### Signal wires on met1

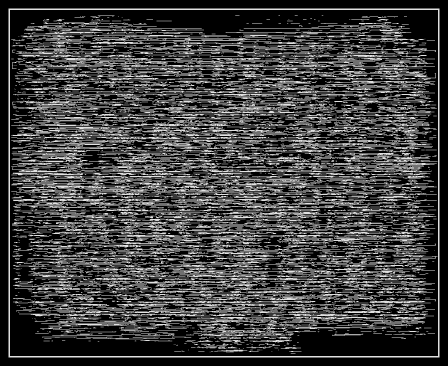
### Signal wires on met2

The bar under the picture is 100 um long.
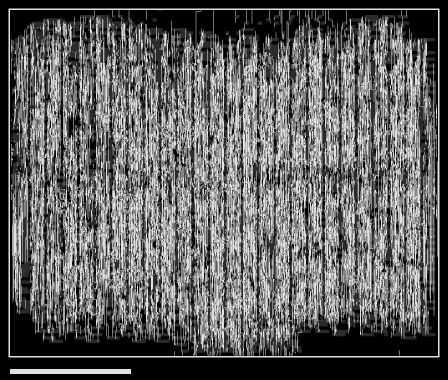
### Metal 3

The bar under the picture is 100 um long.
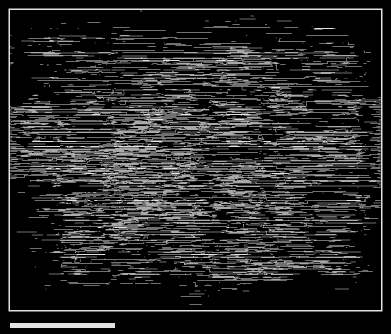
### M4 wires

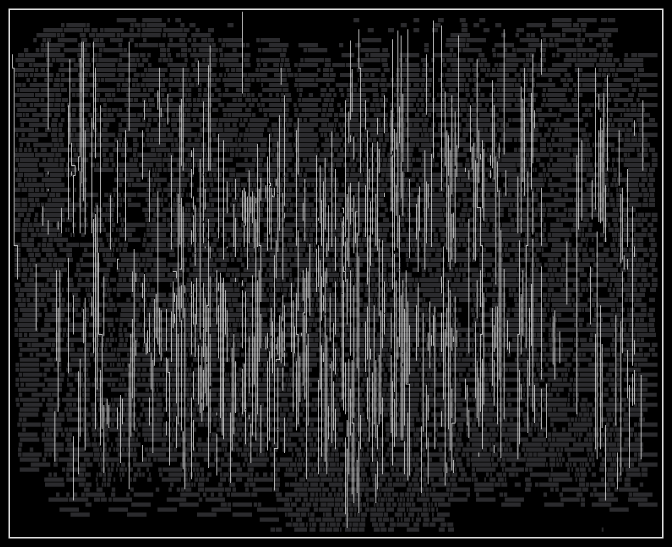
### Routing congestion

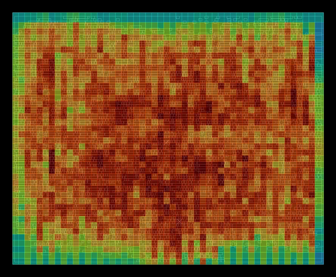
`config.mk`:
```
export PLATFORM = sky130hd
export DESIGN_NAME = id_decode_stage
export DESIGN_NICKNAME = d
export VERILOG_FILES = /design/src/rtl/id_decode_stage_pkg.sv /design/src/rtl/id_regfile.sv /design/src/rtl/id_decode_stage.sv
export SDC_FILE = /design/constraint.sdc
export NUM_CORES = 2
export LEC_CHECK = 0
export CORE_AREA = 2 2 353 285
export CTS_BUF_LIST = sky130_fd_sc_hd__clkbuf_4
export CTS_CLUSTER_DIAMETER = 150
export CTS_CLUSTER_SIZE = 16
export DETAILED_ROUTE_END_ITERATION = 6
export DIE_AREA = 0 0 355 287
export PLACE_DENSITY = 0.84
export SLEW_MARGIN = 30
export SYNTH_ARGS = -nofsm -noshare
export SYNTH_HDL_FRONTEND = slang
export SYNTH_SLANG_ARGS = --single-unit
```
`constraint.sdc`:
```
create_clock -name clk -period 3.65 [get_ports clk]
set_input_delay 0.73 -clock clk [delete_from_list [all_inputs] [get_ports clk]]
set_output_delay 0.73 -clock clk [all_outputs]
set_load 0.005 [all_outputs]
```
`src/rtl/id_decode_stage_pkg.sv`:
```
// ---------------------------------------------------------------------------
// id_decode_stage_pkg
// Shared definitions for the ID stage: opcode constants, EXE command and
// branch-type encodings, the swap-sequencer state type, the control word
// produced by opcode decode, and the decode function itself.
// ---------------------------------------------------------------------------
package id_decode_stage_pkg;

  // Opcodes, instr[31:26]
  localparam logic [5:0] OP_NOP  = 6'd0;
  localparam logic [5:0] OP_ADD  = 6'd1;
  localparam logic [5:0] OP_SUB  = 6'd3;
  localparam logic [5:0] OP_AND  = 6'd5;
  localparam logic [5:0] OP_OR   = 6'd6;
  localparam logic [5:0] OP_XOR  = 6'd8;
  localparam logic [5:0] OP_SLL  = 6'd10;
  localparam logic [5:0] OP_SRL  = 6'd12;
  localparam logic [5:0] OP_ADDI = 6'd32;
  localparam logic [5:0] OP_SUBI = 6'd33;
  localparam logic [5:0] OP_LD   = 6'd36;
  localparam logic [5:0] OP_ST   = 6'd37;
  localparam logic [5:0] OP_BEZ  = 6'd40;
  localparam logic [5:0] OP_BNE  = 6'd41;
  localparam logic [5:0] OP_JMP  = 6'd42;
  localparam logic [5:0] OP_SWP  = 6'd48;

  typedef enum logic [3:0] {
    EXE_NOP = 4'd0,
    EXE_ADD = 4'd1,
    EXE_SUB = 4'd2,
    EXE_AND = 4'd3,
    EXE_OR  = 4'd4,
    EXE_XOR = 4'd5,
    EXE_SLL = 4'd6,
    EXE_SRL = 4'd7
  } exe_cmd_e;

  typedef enum logic [1:0] {
    BR_NONE = 2'd0,
    BR_BEZ  = 2'd1,
    BR_BNE  = 2'd2,
    BR_JMP  = 2'd3
  } br_type_e;

  typedef enum logic [1:0] {
    ST_IDLE = 2'd0,
    ST_SWP1 = 2'd1,
    ST_SWP2 = 2'd2
  } swp_state_e;

  typedef struct packed {
    exe_cmd_e exe_cmd;
    br_type_e br_type;
    logic     mem_r_en;
    logic     mem_w_en;
    logic     wb_en;
    logic     is_imm;
    logic     single_src;  // reads src1 only (or nothing)
    logic     is_swp;
  } ctrl_t;

  // Also the bubble control word: nothing enabled, EXE does nothing.
  localparam ctrl_t CTRL_NOP = '{exe_cmd: EXE_NOP, br_type: BR_NONE, mem_r_en: 1'b0,
                                 mem_w_en: 1'b0, wb_en: 1'b0, is_imm: 1'b0,
                                 single_src: 1'b1, is_swp: 1'b0};

  // Every swap micro-op is an XOR of the two swap registers written back.
  localparam ctrl_t CTRL_SWP = '{exe_cmd: EXE_XOR, br_type: BR_NONE, mem_r_en: 1'b0,
                                 mem_w_en: 1'b0, wb_en: 1'b1, is_imm: 1'b0,
                                 single_src: 1'b0, is_swp: 1'b1};

  function automatic ctrl_t mk_ctrl(input exe_cmd_e cmd, input br_type_e br,
                                    input logic rd, input logic wr, input logic wb,
                                    input logic imm, input logic single);
    ctrl_t c;
    c = '{exe_cmd: cmd, br_type: br, mem_r_en: rd, mem_w_en: wr, wb_en: wb,
          is_imm: imm, single_src: single, is_swp: 1'b0};
    return c;
  endfunction

  // Unknown opcodes decode as NOP; SWP decodes as NOP when the sequencer is off.
  function automatic ctrl_t decode_op(input logic [5:0] op, input logic swp_en);
    ctrl_t c;
    case (op)
      OP_ADD:  c = mk_ctrl(EXE_ADD, BR_NONE, 1'b0, 1'b0, 1'b1, 1'b0, 1'b0);
      OP_SUB:  c = mk_ctrl(EXE_SUB, BR_NONE, 1'b0, 1'b0, 1'b1, 1'b0, 1'b0);
      OP_AND:  c = mk_ctrl(EXE_AND, BR_NONE, 1'b0, 1'b0, 1'b1, 1'b0, 1'b0);
      OP_OR:   c = mk_ctrl(EXE_OR,  BR_NONE, 1'b0, 1'b0, 1'b1, 1'b0, 1'b0);
      OP_XOR:  c = mk_ctrl(EXE_XOR, BR_NONE, 1'b0, 1'b0, 1'b1, 1'b0, 1'b0);
      OP_SLL:  c = mk_ctrl(EXE_SLL, BR_NONE, 1'b0, 1'b0, 1'b1, 1'b0, 1'b0);
      OP_SRL:  c = mk_ctrl(EXE_SRL, BR_NONE, 1'b0, 1'b0, 1'b1, 1'b0, 1'b0);
      OP_ADDI: c = mk_ctrl(EXE_ADD, BR_NONE, 1'b0, 1'b0, 1'b1, 1'b1, 1'b1);
      OP_SUBI: c = mk_ctrl(EXE_SUB, BR_NONE, 1'b0, 1'b0, 1'b1, 1'b1, 1'b1);
      OP_LD:   c = mk_ctrl(EXE_ADD, BR_NONE, 1'b1, 1'b0, 1'b1, 1'b1, 1'b1);
      // Store: address = src1 + imm, store data travels on reg2.
      OP_ST:   c = mk_ctrl(EXE_ADD, BR_NONE, 1'b0, 1'b1, 1'b0, 1'b1, 1'b0);
      OP_BEZ:  c = mk_ctrl(EXE_NOP, BR_BEZ,  1'b0, 1'b0, 1'b0, 1'b1, 1'b1);
      OP_BNE:  c = mk_ctrl(EXE_NOP, BR_BNE,  1'b0, 1'b0, 1'b0, 1'b1, 1'b0);
      OP_JMP:  c = mk_ctrl(EXE_NOP, BR_JMP,  1'b0, 1'b0, 1'b0, 1'b1, 1'b1);
      OP_SWP:  c = swp_en ? CTRL_SWP : CTRL_NOP;
      default: c = CTRL_NOP;
    endcase
    return c;
  endfunction

endpackage

```
`src/rtl/id_regfile.sv`:
```
// ---------------------------------------------------------------------------
// id_regfile
// Register file with two combinational read ports, one write port and
// write-through bypass. Register 0 always reads 0 and ignores writes.
// Ports: clk, rst (sync, active-high, clears all entries),
//        raddr1/rdata1, raddr2/rdata2 read ports, we/waddr/wdata write port.
// ---------------------------------------------------------------------------
module id_regfile #(
  parameter  int DATA_W    = 32,
  parameter  int REG_COUNT = 32,
  localparam int REG_AW    = $clog2(REG_COUNT)
) (
  input  logic              clk,
  input  logic              rst,
  input  logic [REG_AW-1:0] raddr1,
  input  logic [REG_AW-1:0] raddr2,
  output logic [DATA_W-1:0] rdata1,
  output logic [DATA_W-1:0] rdata2,
  input  logic              we,
  input  logic [REG_AW-1:0] waddr,
  input  logic [DATA_W-1:0] wdata
);

  logic [DATA_W-1:0] mem [REG_COUNT];

  // NOTE: this array is deliberately reset (architectural state must read 0
  // after reset); that forces flops rather than a RAM macro.
  // NOTE: sequential state uses non-blocking assignments only, so every
  // always_ff sees the pre-edge values of the others.
  always_ff @(posedge clk) begin
    if (rst) begin
      for (int i = 0; i < REG_COUNT; i++) mem[i] <= '0;
    end else if (we && waddr != '0) begin
      mem[waddr] <= wdata;
    end
  end

  // Bypass lets ID see a value being written back in the same cycle.
  assign rdata1 = (raddr1 == '0)              ? '0    :
                  (we && waddr == raddr1)     ? wdata : mem[raddr1];
  assign rdata2 = (raddr2 == '0)              ? '0    :
                  (we && waddr == raddr2)     ? wdata : mem[raddr2];

endmodule

```
`src/rtl/id_decode_stage.sv`:
```
// ---------------------------------------------------------------------------
// id_decode_stage
// Instruction-decode pipeline stage: decodes instr, reads the register file,
// and registers the ID/EXE bundle. A three-step XOR sequencer expands SWP
// into micro-ops, freezing IF while it runs.
// Ports: clk, rst (sync, active-high)
//   IF:     instr, instr_valid; freeze (hold PC/instr this cycle)
//   WB:     wb_we, wb_dest, wb_data
//   Hazard: hazard (stall), flush (kill); src1, src2, single_src (to hazard unit)
//   ID/EXE: ex_valid, dest, val1, val2, reg2, exe_cmd, br_type,
//           mem_r_en, mem_w_en, wb_en (all registered)
// ---------------------------------------------------------------------------
module id_decode_stage
  import id_decode_stage_pkg::*;
#(
  parameter  int DATA_W    = 32,
  parameter  int REG_COUNT = 32,
  parameter  int IMM_W     = 16,
  parameter  int SWP_EN    = 1,
  localparam int REG_AW    = $clog2(REG_COUNT)
) (
  input  logic              clk,
  input  logic              rst,
  input  logic [31:0]       instr,
  input  logic              instr_valid,
  input  logic              wb_we,
  input  logic [REG_AW-1:0] wb_dest,
  input  logic [DATA_W-1:0] wb_data,
  input  logic              hazard,
  input  logic              flush,
  output logic [REG_AW-1:0] src1,
  output logic [REG_AW-1:0] src2,
  output logic              single_src,
  output logic              freeze,
  output logic              ex_valid,
  output logic [REG_AW-1:0] dest,
  output logic [DATA_W-1:0] val1,
  output logic [DATA_W-1:0] val2,
  output logic [DATA_W-1:0] reg2,
  output logic [3:0]        exe_cmd,
  output logic [1:0]        br_type,
  output logic              mem_r_en,
  output logic              mem_w_en,
  output logic              wb_en
);

  swp_state_e        state_q;
  logic [REG_AW-1:0] swp_a_q, swp_b_q;  // swap operands captured at SWP entry

  ctrl_t             dec_ctrl, uop_ctrl, nx_ctrl;
  logic [REG_AW-1:0] f_src1, f_src2, f_rd, nx_dest;
  logic [DATA_W-1:0] rd1, rd2, imm_ext, nx_val1, nx_val2, nx_reg2;
  logic              in_swp, swp_start, bubble;

  assign f_src1   = REG_AW'(instr[25:21]);
  assign f_src2   = REG_AW'(instr[20:16]);
  assign f_rd     = REG_AW'(instr[15:11]);
  assign imm_ext  = DATA_W'($signed(instr[IMM_W-1:0]));
  assign dec_ctrl = decode_op(instr[31:26], SWP_EN != 0);

  // While sequencing, the held instr is ignored: operands come from the
  // captured swap registers and instr_valid no longer gates issue.
  assign in_swp     = (state_q != ST_IDLE);
  assign swp_start  = !in_swp && instr_valid && dec_ctrl.is_swp;
  assign uop_ctrl   = in_swp ? CTRL_SWP : dec_ctrl;
  assign src1       = in_swp ? swp_a_q : f_src1;
  assign src2       = in_swp ? swp_b_q : f_src2;
  assign single_src = uop_ctrl.single_src;
  assign bubble     = flush || hazard || !(in_swp || instr_valid);
  assign freeze     = !flush && (hazard || swp_start || state_q == ST_SWP1);

  id_regfile #(
    .DATA_W    (DATA_W),
    .REG_COUNT (REG_COUNT)
  ) u_regfile (
    .clk    (clk),
    .rst    (rst),
    .raddr1 (src1),
    .raddr2 (src2),
    .rdata1 (rd1),
    .rdata2 (rd2),
    .we     (wb_we),
    .waddr  (wb_dest),
    .wdata  (wb_data)
  );

  // NOTE: every output of this block gets a default first, so no path can
  // leave one unassigned and infer a latch.
  always_comb begin
    nx_ctrl = CTRL_NOP;
    nx_dest = '0;
    nx_val1 = '0;
    nx_val2 = '0;
    nx_reg2 = '0;
    if (!bubble) begin
      nx_ctrl = uop_ctrl;
      nx_val1 = rd1;
      nx_reg2 = rd2;
      nx_val2 = uop_ctrl.is_imm ? imm_ext : rd2;
      if (uop_ctrl.is_swp) begin
        // XOR swap: a^=b, b^=a, a^=b
        nx_dest = (state_q == ST_SWP1) ? src2 : src1;
      end else begin
        nx_dest = uop_ctrl.is_imm ? f_src2 : f_rd;
      end
    end
  end

  always_ff @(posedge clk) begin
    if (rst) begin
      state_q  <= ST_IDLE;
      swp_a_q  <= '0;
      swp_b_q  <= '0;
      ex_valid <= 1'b0;
      dest     <= '0;
      val1     <= '0;
      val2     <= '0;
      reg2     <= '0;
      exe_cmd  <= EXE_NOP;
      br_type  <= BR_NONE;
      mem_r_en <= 1'b0;
      mem_w_en <= 1'b0;
      wb_en    <= 1'b0;
    end else begin
      ex_valid <= !bubble;
      dest     <= nx_dest;
      val1     <= nx_val1;
      val2     <= nx_val2;
      reg2     <= nx_reg2;
      exe_cmd  <= nx_ctrl.exe_cmd;
      br_type  <= nx_ctrl.br_type;
      mem_r_en <= nx_ctrl.mem_r_en;
      mem_w_en <= nx_ctrl.mem_w_en;
      wb_en    <= nx_ctrl.wb_en;

      if (flush) begin
        state_q <= ST_IDLE;
      end else if (!hazard) begin
        case (state_q)
          ST_IDLE: if (swp_start) begin
            state_q <= ST_SWP1;
            swp_a_q <= f_src1;
            swp_b_q <= f_src2;
          end
          ST_SWP1: state_q <= ST_SWP2;
          ST_SWP2: state_q <= ST_IDLE;
          default: state_q <= ST_IDLE;
        endcase
      end
    end
  end

endmodule

```
==> flow_metrics.env <==
# implementation run metrics
export IMPL_cp_required_ps=2920
export IMPL_netlist_area_um2=62500
export IMPL_crit_path_top_delay_cell="clkdlybuf4s50_1"
export IMPL_yosys_register_bits=1146
export IMPL_instances_no_fill=7033
export IMPL_crit_cells=6
export IMPL_violations="DRC"
export IMPL_ys_seq_share_pct=53.1
export IMPL_crit_buf_inv=4
export IMPL_fin_nets=5728
export IMPL_clkPwrFrac_pct=23.8
export IMPL_post_place_cells=6841
export IMPL_seqPwrFrac_pct=60.0
export IMPL_status="complete, but fails checks"
export IMPL_holdPathStages=3
export IMPL_placementRows=103
export IMPL_drc=4
export IMPL_yosys_cells=5384
export IMPL_reg2reg_to="val2[29]"
export IMPL_grt_pass1_vias=49000
export IMPL_area_leaders="edfxtp_1, mux2i_1, and2_1"
export IMPL_syn_avg_cell_area_um2=11.6
export IMPL_ctsResizeCount=22
export IMPL_cts_tree="yes"
export IMPL_die_x_um=355
export IMPL_gp_congestion=1.04
export IMPL_logic_area_um2=27400
export IMPL_combPwrFrac_pct=16.1
export IMPL_warning_count=34
export IMPL_htreeDepth=3
export IMPL_seq_power_w=0.0154
export IMPL_rsz0062_at_grt="false"
export IMPL_regArea_um2=33200
export IMPL_lay_top_cells="edfxtp_1, and2_1, mux2i_1, buf_4, nand2_1"
export IMPL_pg_comb_w=0.00413
export IMPL_pre_cts_slack_ps=-252
export IMPL_clockBufferDepth=3
export IMPL_ys_area_um2=62500
export IMPL_firstDrtPassIters=7
About 'Signal wires on met1':
longest straight run: 73.6 um
share of all routed wire: 33%
wire length on this layer: 77.6 mm
final WL: 233 mm
DR vias: 51,000
grt met1 use: 57.6%

About 'Signal wires on met2':
wire length on this layer: 97.4 mm
longest straight run: 138 um
main direction: vertical
nets with wire on the layer: 4,885
share of all routed wire: 42%
met2 Track Usage GR: 64.5%

About 'Metal 3':
longest straight run: 150 um
main direction: horizontal
met3 global-route usage: 15.1%

About 'M4 wires':
nets with wire on the layer: 394
longest straight run: 141 um
share of all routed wire: 8.5%

About 'Routing congestion':
Post-Route Utilization: 71.8%
GRT Max-Usage Layer: met2
WL/cell: 33.1 um

==> area by class of cell <==
cell class	count	area share [%]
multi-input combinational	3709	38.9
timing repair inverter	2	0.0284
sequential	1146	47.1
timing repair buffer	688	9.80
clock buffer	138	1.47
antenna	11	0.0390
inverter	20	0.211
tap	1312	2.33
clock inverter	7	0.156
==> worst max-delay path by stage <==
stage	to	slack (ps)
finish	src2[4]	50
global route	src2[4]	10
CTS	src2[0]	-120
detailed placement	reg2[18]	-250
global placement	reg2[20]	-390
floorplan	val1[1]	640
==> Yosys cell counts (15+ instances only) <==
cell type and count:
edfxtp_1 1024, and2_1 993, mux2i_1 800, clkbuf_1 394, nand2_1 330, nor2_1 210
a22oi_1 124, dfxtp_1 122, o22ai_1 111, a31oi_1 108, buf_2 92, a21oi_1 82
mux4_2 79, nor3_1 75, nand3_1 68, o21ai_0 61, o21a_1 49, a2111oi_0 48
a211oi_1 47, o32ai_1 45, and3_1 38, mux2_2 38, buf_1 35, or2_2 35
a22o_1 33, a32o_1 33, a221oi_1 31, a2bb2oi_1 31, nor4_1 28, or3_1 28
a311oi_1 17, inv_1 15, o221ai_1 15
==> registers in the layout (all words and copies together) (netlist names), 2 cells and up <==
signal	count
val2	32
swp_b_q	5
br_type	2
swp_a_q	5
state_q	2
val1	32
dest	5
reg2	32
u_regfile.mem	1024
exe_cmd	3
==> cell families after synthesis <==
kind of cell | synth area share [%]
other | 0.00600
XOR/XNOR | 0.140
AND/OR/NAND/NOR | 16.3
adder cells (fa/ha/maj) | 0.100
buffers and inverters | 3.78
multiplexers | 16.4
flip-flops | 53.1
AND-OR/OR-AND | 10.1
==> per-layer routing <==
metal  part of all wire, %  routed length (um)
met5                 0.049                 115
met4                   8.5               19700
met3                    16               37800
met2                    42               97400
met1                    33               77600
